===== src/rtl/id_hazard_ctrl_if.sv =====
`default_nettype none
// ============================================================================
// Module     : id_hazard_ctrl_if
// Description: Decode/writeback inputs and pipeline-control outputs of the
//              decode-stage hazard controller. Carries stall_cycles when
//              ID_HAZARD_STALL_COUNT_EN is defined.
// Revision   : 1.0 - initial release
// ============================================================================
interface id_hazard_ctrl_if;
    logic       id_valid;
    logic [4:0] id_rs;
    logic [4:0] id_rt;
    logic       id_uses_rt;
    logic [4:0] id_dst;
    logic       id_dst_we;
    logic       id_jump;
    logic       wb_we;
    logic [4:0] wb_reg;

    logic       pc_write;
    logic       ifid_write;
    logic       idex_bubble;
    logic       ifid_flush;
    logic [1:0] state;

`ifdef ID_HAZARD_STALL_COUNT_EN
    logic [15:0] stall_cycles;

    modport master (
        output id_valid, id_rs, id_rt, id_uses_rt, id_dst, id_dst_we, id_jump,
               wb_we, wb_reg,
        input  pc_write, ifid_write, idex_bubble, ifid_flush, state, stall_cycles
    );

    modport slave (
        input  id_valid, id_rs, id_rt, id_uses_rt, id_dst, id_dst_we, id_jump,
               wb_we, wb_reg,
        output pc_write, ifid_write, idex_bubble, ifid_flush, state, stall_cycles
    );
`else
    modport master (
        output id_valid, id_rs, id_rt, id_uses_rt, id_dst, id_dst_we, id_jump,
               wb_we, wb_reg,
        input  pc_write, ifid_write, idex_bubble, ifid_flush, state
    );

    modport slave (
        input  id_valid, id_rs, id_rt, id_uses_rt, id_dst, id_dst_we, id_jump,
               wb_we, wb_reg,
        output pc_write, ifid_write, idex_bubble, ifid_flush, state
    );
`endif
endinterface
`default_nettype wire


===== src/rtl/id_hazard_ctrl.sv =====
`default_nettype none
// ============================================================================
// Module     : id_hazard_ctrl
// Description: Scoreboard-based RAW hazard detection and stall/flush control
//              for the decode stage. Optional stall counter enabled by
//              defining ID_HAZARD_STALL_COUNT_EN.
// Revision   : 1.0 - initial release
// ============================================================================
module id_hazard_ctrl (
    input  logic               clk,
    input  logic               rst_n,
    id_hazard_ctrl_if.slave    bus
);

    typedef enum logic [1:0] {
        ST_RUN   = 2'b00,
        ST_STALL = 2'b01,
        ST_FLUSH = 2'b10
    } state_e;

    state_e      state_q;
    state_e      state_d;
    logic [31:0] pending_q;
    logic [31:0] pending_d;

    logic [31:0] w_clr_mask;
    logic [31:0] w_set_mask;
    logic [31:0] w_eff_pending;
    logic        w_rs_haz;
    logic        w_rt_haz;
    logic        w_hazard;
    logic        w_issue;
    logic        w_pc_write;
    logic        w_ifid_write;
    logic        w_idex_bubble;
    logic        w_ifid_flush;

    // A same-cycle writeback is treated as already retired: the register
    // file writes before it is read, so the source is safe to consume.
    always_comb begin
        w_clr_mask = '0;
        if (bus.wb_we) begin
            w_clr_mask[bus.wb_reg] = 1'b1;
        end
        w_eff_pending = pending_q & ~w_clr_mask;
        w_rs_haz      = w_eff_pending[bus.id_rs] && (bus.id_rs != 5'd0);
        w_rt_haz      = bus.id_uses_rt && w_eff_pending[bus.id_rt]
                        && (bus.id_rt != 5'd0);
        w_hazard      = bus.id_valid && (w_rs_haz || w_rt_haz);
    end

    // STALL with the hazard gone behaves exactly like RUN so the waiting
    // instruction issues in the very cycle its operand becomes available.
    always_comb begin
        state_d       = state_q;
        w_issue       = 1'b0;
        w_pc_write    = 1'b1;
        w_ifid_write  = 1'b1;
        w_idex_bubble = 1'b0;
        w_ifid_flush  = 1'b0;
        case (state_q)
            ST_RUN, ST_STALL: begin
                if (w_hazard) begin
                    state_d       = ST_STALL;
                    w_pc_write    = 1'b0;
                    w_ifid_write  = 1'b0;
                    w_idex_bubble = 1'b1;
                end else begin
                    w_issue = bus.id_valid && bus.id_dst_we && (bus.id_dst != 5'd0);
                    state_d = (bus.id_valid && bus.id_jump) ? ST_FLUSH : ST_RUN;
                end
            end
            ST_FLUSH: begin
                w_ifid_flush = 1'b1;
                state_d      = ST_RUN;
            end
            default: begin
                state_d = ST_RUN;
            end
        endcase
    end

    // Set is applied after clear so a same-register issue/retire keeps the bit.
    always_comb begin
        w_set_mask = '0;
        if (w_issue) begin
            w_set_mask[bus.id_dst] = 1'b1;
        end
        pending_d    = (pending_q & ~w_clr_mask) | w_set_mask;
        pending_d[0] = 1'b0;
    end

    always_ff @(posedge clk or negedge rst_n) begin
        if (!rst_n) begin
            state_q   <= ST_RUN;
            pending_q <= '0;
        end else begin
            state_q   <= state_d;
            pending_q <= pending_d;
        end
    end

    assign bus.pc_write    = rst_n ? w_pc_write    : 1'b0;
    assign bus.ifid_write  = rst_n ? w_ifid_write  : 1'b0;
    assign bus.idex_bubble = rst_n ? w_idex_bubble : 1'b1;
    assign bus.ifid_flush  = rst_n ? w_ifid_flush  : 1'b1;
    assign bus.state       = state_q;

`ifdef ID_HAZARD_STALL_COUNT_EN
    logic [15:0] stall_cnt_q;

    always_ff @(posedge clk or negedge rst_n) begin
        if (!rst_n) begin
            stall_cnt_q <= '0;
        end else if (w_idex_bubble && (stall_cnt_q != 16'hFFFF)) begin
            stall_cnt_q <= stall_cnt_q + 16'd1;
        end
    end

    assign bus.stall_cycles = stall_cnt_q;
`endif

endmodule
`default_nettype wire

===== src/flat_wrapper.sv =====
// flat-port wrapper written by rule: the top's interface ports become plain ports
module id_hazard_ctrl_flat 
  (clk, rst_n, bus_id_valid, bus_id_rs, bus_id_rt, bus_id_uses_rt, bus_id_dst, bus_id_dst_we, bus_id_jump, bus_wb_we, bus_wb_reg, bus_pc_write, bus_ifid_write, bus_idex_bubble, bus_ifid_flush, bus_state);
  id_hazard_ctrl_if bus_i ();
  input  logic clk;
  input  logic rst_n;
  input wire logic [$bits(bus_i.id_valid)-1:0] bus_id_valid;
  input wire logic [$bits(bus_i.id_rs)-1:0] bus_id_rs;
  input wire logic [$bits(bus_i.id_rt)-1:0] bus_id_rt;
  input wire logic [$bits(bus_i.id_uses_rt)-1:0] bus_id_uses_rt;
  input wire logic [$bits(bus_i.id_dst)-1:0] bus_id_dst;
  input wire logic [$bits(bus_i.id_dst_we)-1:0] bus_id_dst_we;
  input wire logic [$bits(bus_i.id_jump)-1:0] bus_id_jump;
  input wire logic [$bits(bus_i.wb_we)-1:0] bus_wb_we;
  input wire logic [$bits(bus_i.wb_reg)-1:0] bus_wb_reg;
  output wire logic [$bits(bus_i.pc_write)-1:0] bus_pc_write;
  output wire logic [$bits(bus_i.ifid_write)-1:0] bus_ifid_write;
  output wire logic [$bits(bus_i.idex_bubble)-1:0] bus_idex_bubble;
  output wire logic [$bits(bus_i.ifid_flush)-1:0] bus_ifid_flush;
  output wire logic [$bits(bus_i.state)-1:0] bus_state;
  assign bus_i.id_valid = bus_id_valid;
  assign bus_i.id_rs = bus_id_rs;
  assign bus_i.id_rt = bus_id_rt;
  assign bus_i.id_uses_rt = bus_id_uses_rt;
  assign bus_i.id_dst = bus_id_dst;
  assign bus_i.id_dst_we = bus_id_dst_we;
  assign bus_i.id_jump = bus_id_jump;
  assign bus_i.wb_we = bus_wb_we;
  assign bus_i.wb_reg = bus_wb_reg;
  assign bus_pc_write = bus_i.pc_write;
  assign bus_ifid_write = bus_i.ifid_write;
  assign bus_idex_bubble = bus_i.idex_bubble;
  assign bus_ifid_flush = bus_i.ifid_flush;
  assign bus_state = bus_i.state;
  id_hazard_ctrl u_core (.clk(clk), .rst_n(rst_n), .bus(bus_i));
endmodule

===== config.mk =====
export PLATFORM = sky130hd
export DESIGN_NAME = id_hazard_ctrl_flat
export DESIGN_NICKNAME = d
export VERILOG_FILES = /design/src/rtl/id_hazard_ctrl_if.sv /design/src/rtl/id_hazard_ctrl.sv /design/src/flat_wrapper.sv
export SDC_FILE = /design/constraint.sdc
export NUM_CORES = 1
export LEC_CHECK = 0
export CAP_MARGIN = 10
export CELL_PAD_IN_SITES_DETAIL_PLACEMENT = 1
export CELL_PAD_IN_SITES_GLOBAL_PLACEMENT = 2
export CORE_MARGIN = 5
export CORE_UTILIZATION = 31
export CTS_CLUSTER_SIZE = 30
export DETAILED_ROUTE_END_ITERATION = 6
export GPL_ROUTABILITY_DRIVEN = 1
export PLACE_DENSITY = 0.86
export SYNTH_ARGS = -nofsm -noshare
export SYNTH_HDL_FRONTEND = slang
export SYNTH_SLANG_ARGS = --single-unit

===== constraint.sdc =====
create_clock -name clk -period 5.2 [get_ports clk]
set_input_delay 1.56 -clock clk [delete_from_list [all_inputs] [get_ports clk]]
set_output_delay 1.56 -clock clk [all_outputs]
set_load 0.05 [all_outputs]

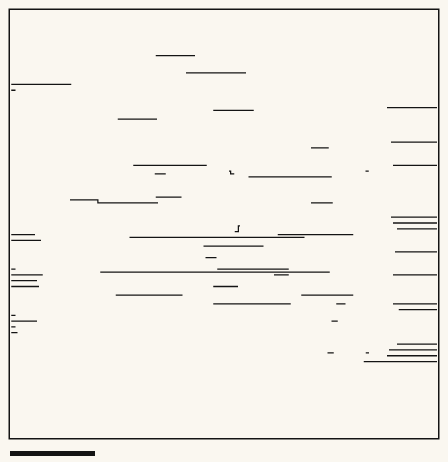
**Above:** run 1 (metal 3).
Scale bar: 20 um.
longest straight run: 53.8 um
share of all routed wire: 5.5%
main direction: horizontal
nets with wire on the layer: 47
wire length on this layer: 526 um

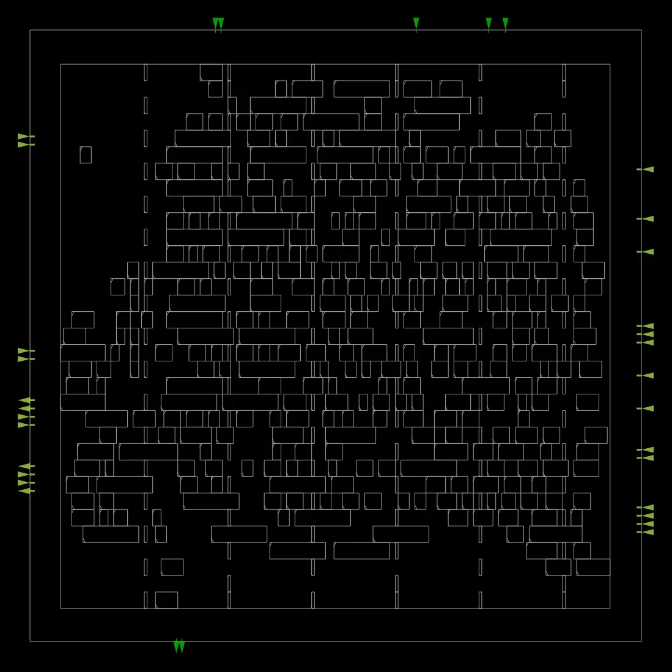
**Above:** run 1 (placed standard cells).
Placement Rows: 33
final core occ: 43.0%
Seq area share: 23.6%
core footprint: 0.00813 sq mm

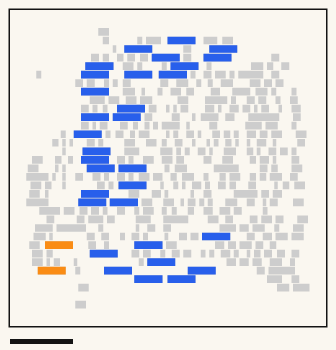
**Above:** run 1 (sequential cells coloured by netlist name).
Scale bar: 20 um.
legend:
  orange:
    name_in_the_netlist: u_core.bus.state
    sequential_cells: 2
  blue:
    name_in_the_netlist: u_core.pending_q
    sequential_cells: 31

run 1: worst min-delay path, cell delays in order (launching register included):
cell	delay (ps)
dfrtp_1	360
o21ai_0	90
o31ai_1	70
run 1: sequential cells by signal, summed over array words and instances, names as in the netlist:
name and count:
u_core.pending_q 31, u_core.bus.state 2
run 1: final timing paths:
kind	startpoint	to	slack (ps)	cells after the start
worst max-delay path	bus_wb_reg[3]	bus_pc_write	-210	9
worst max register to register	u_core.pending_q[12]	u_core.pending_q[22]	2380	8
max in group asynchronous	rst_n	u_core.pending_q[7]	3510	2
min in group asynchronous	rst_n	u_core.bus.state[0]	1060	1
worst min register to register	u_core.pending_q[10]	u_core.pending_q[10]	550	2
worst min-delay path	u_core.pending_q[10]	u_core.pending_q[10]	550	2
==> changes_impl.md, run 1 <==
### Implementation results

* Worst vdd ir at 134 uV
* Initial antenna violation count at 0
* Internal at 0.000519 W
* Final worst setup slack at -210 ps
* CTS Hold Buffers Added at 0
* Per-cell routed wire length at 20.7 um
* Most numerous cell in the Yosys netlist: o21ai_0
* GRT met3 Usage at 2.63%
* Post-CTS resize count at 41
* Worst-path clk slew at 60 ps
* Net Sw Frac at 35.3%
* Final #Nets at 380
* Routing usage on met2 at 31.4%
* CTS H-Tree Depth at 2
* Tap cells at 105
* CP Buf/Inv Count at 2
* Mux contribution to synthesized area at 13.1%
* Total die size at 0.0102 sq mm
* Sequential power at 0.000331 W
* Total CTS buffers at 5
* CP cell instances: buf_8 > or4b_4 > o21ai_2 > nor4b_1 > or4_4 > o31ai_4 > o311ai_4 > a21boi_4 > buf_12
* DR DRC count at 0
* TritonCTS clock tree: yes
* Met3 Routed Length at 525 um
* Number of global-route vias before repair at 2,823
* Commonest Layout Cell: buf_4
* Final setup fails at 3
* Final HPWL DP at 7350 um
* Highest routed layer: met4
* Combinational power at 0.000284 W
* GRT Total Usage at 19.3%
* YS warnings at 0
* Mapped Area at 0.00256 sq mm
* Flops at 33
* Fin crit period at 5410 ps
* Top-area cell share at 32.3%
* Vias at 2,634
* CP Class: input pin to primary output
* Placed inst area at 0.00333 sq mm
* Top class by area: logic gates
* Outcome: complete, but fails checks
* Crit-path leading delay family: simple AND/OR/NAND/NOR gates
* Clock share of power at 23.2%
* Syn_area_per_cell at 9.04 sq um
* Failing checks: negative setup slack
* IO Count at 33
* CP Max Fanout at 3
* Post-synth regs at 33
* Compound Share, Synth at 28.5%
* Clk cell area share at 2.29%
* Die H at 101 um
## Run 2: what changed since run 1
--- a/config.mk
+++ b/config.mk
@@ -14,6 +14,7 @@
 export DETAILED_ROUTE_END_ITERATION = 6
 export GPL_ROUTABILITY_DRIVEN = 1
 export PLACE_DENSITY = 0.86
+export SKIP_LAST_GASP = 1
 export SYNTH_ARGS = -nofsm -noshare
 export SYNTH_HDL_FRONTEND = slang
 export SYNTH_SLANG_ARGS = --single-unit
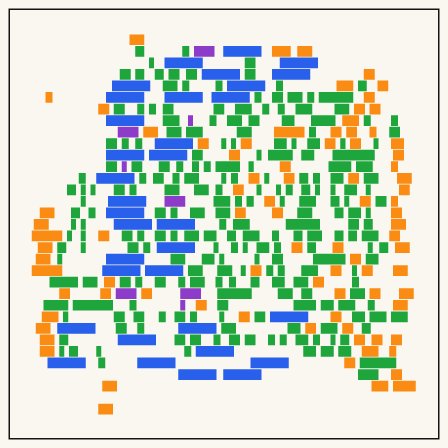
**Above:** run 2 (placement by cell class).
legend:
  green:
    class: all other logic
    cells: 229
  purple:
    class: clock drivers and dummy loads
    cells: 8
  blue:
    class: flip-flops
    cells: 33
  orange:
    class: other buffers and delay cells
    cells: 84

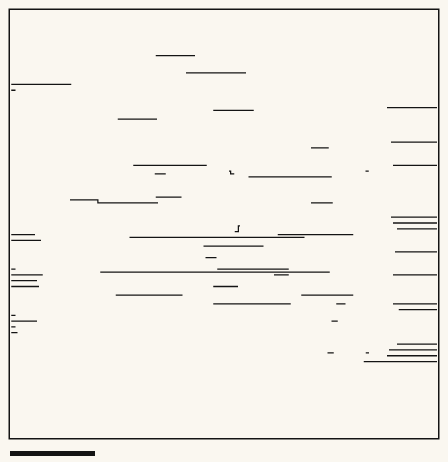
**Above:** run 2 (metal 3).
Scale bar: 20 um.
nets with wire on the layer: 47
longest straight run: 53.8 um
wire length on this layer: 526 um
main direction: horizontal

==> run 2 against run 1 <==
The run still ends with negative setup slack left. Combinational power about the same. Critical path depth unchanged. Fmax is the same. Flip-flop count unchanged. Core utilization is the same. Worst hold slack did not move. Power stayed put. Clock skew unchanged. Non-clock buffer count stayed put. Sequential share of layout area unchanged. Area after synthesis did not move. Register-to-register slack hardly changed. Critical endpoint unchanged.
==> changes_impl.md, run 2 <==
### Implementation results

* Worst vdd ir at 134 uV (unchanged)
* GRT Total Usage at 19.3% (unchanged)
* Worst-path clk slew at 60 ps (about the same)
* Final setup fails at 3 (unchanged)
* Failing checks: negative setup slack
* Largest register FFs at 31 (unchanged)
* Met3 Routed Length at 525 um (unchanged)
* Total CTS buffers at 5 (unchanged)
* TritonCTS clock tree: yes
* Top-area cell share at 32.3% (unchanged)
* Tap cells at 105 (unchanged)
* CP cell instances: buf_8 > or4b_4 > o21ai_2 > nor4b_1 > or4_4 > o31ai_4 > o311ai_4 > a21boi_4 > buf_12
* Highest routed layer: met4
* DR DRC count at 0 (unchanged)
* Clk cell area share at 2.29% (unchanged)
* Per-cell routed wire length at 20.7 um (unchanged)
* IO Count at 33 (unchanged)
* CP Max Fanout at 3 (unchanged)
* Biggest register: u_core.pending_q
* Commonest Layout Cell: buf_4
* Post-CTS resize count at 41 (unchanged)
* Net Sw Frac at 35.3% (unchanged)
* GRT met3 Usage at 2.63% (unchanged)
* Final worst setup slack at -210 ps (unchanged)
* Sequential power at 0.000331 W (about the same)
* Fin crit period at 5410 ps (unchanged)
* CP Buf/Inv Count at 2 (unchanged)
* Core footprint at 0.00813 sq mm (unchanged)
* Final #Nets at 380 (unchanged)
* Initial antenna violation count at 0 (unchanged)
* Flop-to-flop setup slack at 2380 ps (about the same)
* Outcome: complete, but fails checks
* Clock share of power at 23.2% (about the same)
* Most numerous cell in the Yosys netlist: o21ai_0
* Placed inst area at 0.00333 sq mm (unchanged)
* Syn_area_per_cell at 9.04 sq um (unchanged)
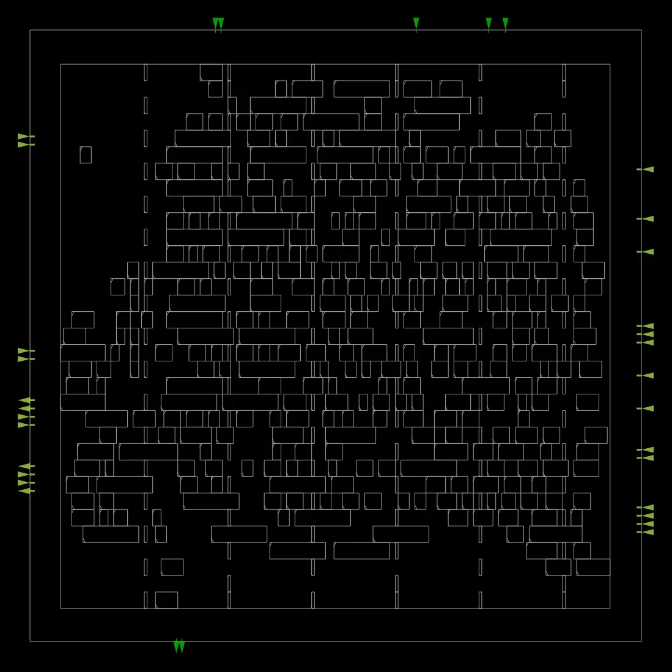
**Above:** run 2 (placed standard cells).
Non-Filler Instances: 459
Flops: 33
fillcell total: 950

[run 2: cell counts in the layout (fill, tap and decap cells not counted)]
Identical to the previous run, type by type.
[run 2: cell families after synthesis]
kind of cell / Yosys count
flops: 33
buf+inv: 29
simple gates: 85
xor+xnor: 4
compound gates: 102
mux: 30
[run 2: final timing paths]
kind | cells after the start | start | end
max in group asynchronous | 2 | rst_n | u_core.pending_q[7]
min in group asynchronous | 1 | rst_n | u_core.bus.state[0]
hold / removal | 2 | u_core.pending_q[10] | u_core.pending_q[10]
hold reg to reg | 2 | u_core.pending_q[10] | u_core.pending_q[10]
setup reg to reg | 8 | u_core.pending_q[12] | u_core.pending_q[22]
setup / recovery | 9 | bus_wb_reg[3] | bus_pc_write
No activity file was given, so power comes from the tool's default toggle rates.
